==> config.mk <==
export PLATFORM = sky130hd
export DESIGN_NAME = serial_subtractor
export DESIGN_NICKNAME = d
export VERILOG_FILES = /design/src/rtl/vpu_pkg.sv /design/src/rtl/Full_Subtractor.sv /design/src/rtl/serial_subtractor.sv
export SDC_FILE = /design/constraint.sdc
export NUM_CORES = 1
export LEC_CHECK = 0
export ABC_AREA = 0
export CORE_MARGIN = 5
export CORE_UTILIZATION = 52
export CTS_BUF_LIST = sky130_fd_sc_hd__clkbuf_8
export DETAILED_ROUTE_END_ITERATION = 10
export GPL_ROUTABILITY_DRIVEN = 0
export PLACE_DENSITY = 0.83
export REMOVE_ABC_BUFFERS = 1
export SKIP_LAST_GASP = 1
export SLEW_MARGIN = 20
export SYNTH_ARGS = -nofsm -noshare
export SYNTH_HDL_FRONTEND = slang
export SYNTH_SLANG_ARGS = --single-unit
==> constraint.sdc <==
create_clock -name clk -period 3.5 [get_ports clk]
set_input_delay 0.35 -clock clk [delete_from_list [all_inputs] [get_ports clk]]
set_output_delay 0.35 -clock clk [all_outputs]
set_load 0.01 [all_outputs]
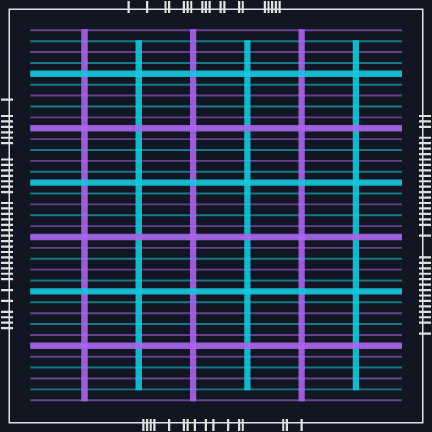
floorplan.png
(4 px per micron) Pins as bars on the die edge.
[cyan] VDD
[purple] VSS
signal pins: 105
rows: 34
met5 straps: 6
met4 straps: 6
Horiz. Die Dim: 103.0 microns
core area: 8593 sq um

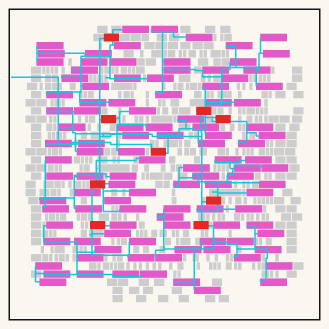
clock_wires.png
(3 px per micron)
[red] clock-net drivers | count: 9
[cyan] clock wires | length: 1100 microns
[magenta] flip-flops | count: 109
flops lie: spread over the die
routed clock nets: 10
Worst Skew: 0.006180 ns
Clock Power Share: 16.4%

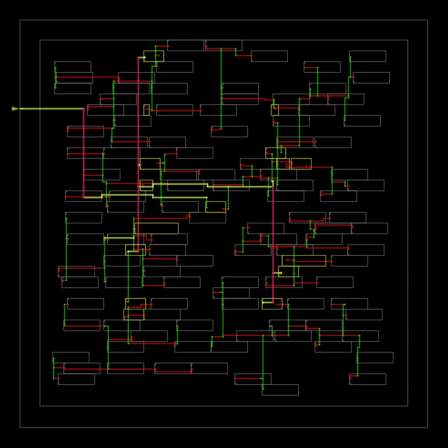
clock_nets.png
TritonCTS buffer count: 9
Clock Sinks: 109
clkbuf count: 10
number of sequential storage elements: 109
clock latency on the worst-skew pair: 0.35 ns

==> run notes <==
The following summarizes the physical implementation.

Clock tree
The root buffer cell is clkbuf_8. The number of buffers inserted for hold repair after clock tree synthesis is 0. The buffer levels on the longest clock path is 2.

The H-tree level count is 3. Per the repair_timing log after CTS, setup buffers inserted total 0.

Power and ir drop
The leakage power figure is 0.002650 uW. The total power draw is roughly 5000 uW.

Place
The number of buffers added on ports is 104.

Worst setup path
STA classifies the critical path endpoint as a flip-flop. The highest-delay cell along the critical path is dfrtp_1. Data arrives at the worst endpoint at 2.39 ns.

The delay of the slowest cell on the worst path is 0.54 ns. For reference, the most critical setup path is categorized as reg2reg. The number of cells traversed by the worst register-to-register path is 4. The largest fanout on the critical path is 47.

Cells and area
The flow measured a signed area growth from synthesis to layout of 29.30%. At the end of the flow, the number of nets in the layout was about 640. The number of antenna diodes is 0.

Routing
The script logs the mean routed wire length per placed instance as 14.98 microns. In this run the remaining antenna-violating nets after routing total 0. The remaining routing DRC violations is 0.

The number of iterations in the first detailed-routing pass is 4.

Timing
For this run, the top clock speed supported by timing is between 400 and 500 MHz. Setup violations remaining at the end of the flow were counted as 0. The slew of the pin with the lowest slew margin is 1.036 ns.

The setup TNS after final layout is 0 ns. The worst hold slack is 0.4829 ns. Setup repair after global routing left no endpoint under its margin.

Synthesis
The gate count after technology mapping is 484. Yosys mapped a number of flops with a built-in enable equal to 0. The dominant register cell is dfrtp_1. The cell total in the yosys stat output is ~480. Summing the sequential cell areas from Yosys gives 60.66% of the chip area.

GRT
The total overflow left after global routing is 0. The first global-routing pass estimated 16910 microns of wire. The initial antenna violation count came to 0.

Status
The flow ran to the end, and the final reports show no timing, DRC or antenna violations.
[power by group]
group          switching (uW)  leakage [uW]  internal [uW]
sequential                408       0.00132           1820
clock                     409      0.000118            423
combinational            1070       0.00121            944
[area by class of cell]
class                   count  area [sq um]  share of cell area [%]
inverters                   4         17.52                  0.3013
well taps                 108         135.1                   2.324
flip-flops and latches    109          2728                   46.91
clock buffers              10         137.6                   2.367
repair buffers            108          1084                   18.64
clock inverters             6         86.33                   1.485
multi-input cells         341          1627                   27.98
[cell usage in the layout (no fill, tap or decap), types with 3 or more instances in the layout]
cell	instances
a21oi_1	3
a22o_1	3
a22oi_1	10
buf_4	3
clkbuf_8	10
clkdlybuf4s50_1	104
dfrtp_1	109
inv_1	4
nand2_1	128
nand2b_1	3
nand3_1	3
nand4_1	3
nor2_1	103
nor4_1	7
o21ai_0	6
o22ai_1	53
[metal layers]
layer	track usage [%]	vias to the layer above	routed length [microns]
met5	0	-	0
met3	4.060	11	794
met2	32.02	129	4932
li1	-	1794	-
met1	27.78	1783	4422
met4	6.574	0	125
[synth_stat cells, drive strengths merged (2+ instances only)]
| cell type | n | area (sq um) |
|---|---|---|
| buf | 14 | 88.83 |
| a22o | 3 | 26.28 |
| inv | 4 | 15.01 |
| nand3 | 3 | 15.01 |
| a21oi | 3 | 15.01 |
| clkbuf | 16 | 60.06 |
| nor4 | 7 | 43.79 |
| nor2b | 2 | 12.51 |
| dfrtp | 109 | 2728 |
| or3 | 2 | 12.51 |
| nor2 | 103 | 386.6 |
| a22oi | 10 | 75.07 |
| nand2b | 4 | 25.02 |
| o21ai | 6 | 30.03 |
| o31ai | 2 | 15.01 |
| nand2 | 128 | 480.5 |
| nand4 | 3 | 18.77 |
| o22ai | 53 | 331.6 |
[worst max-delay path: cells and delay by family (launching register included)]
kind,cells,cell delay (ns)
AOI/OAI and AO/OA,2,0.40
DFF,1,0.54
buffers and inverters,1,0.53
and+or+nand+nor,1,0.54
[per-stage QoR]
stage                     std cells  utilization, %  area (sq um)
final                           686           67.66          5814
after global placement          670           64.98          5584
after floorplan                 454               -          4348
after detailed placement        670           64.98          5584
after global routing            686           67.66          5814
after CTS                       686           67.59          5808
[cells by family (layout without fill, tap and decap cells)]
family,after synthesis,after routing,synth area share (%)
AND/OR/NAND/NOR,257,257,22.93
flip-flops,109,109,60.66
AND-OR/OR-AND,80,80,11.57
buffers and inverters,34,128,3.645
adder cells (fa/ha/maj),2,2,0.7234
multiplexers,2,2,0.4730
Power figures rest on the tool's default switching activity, not on a simulated workload.
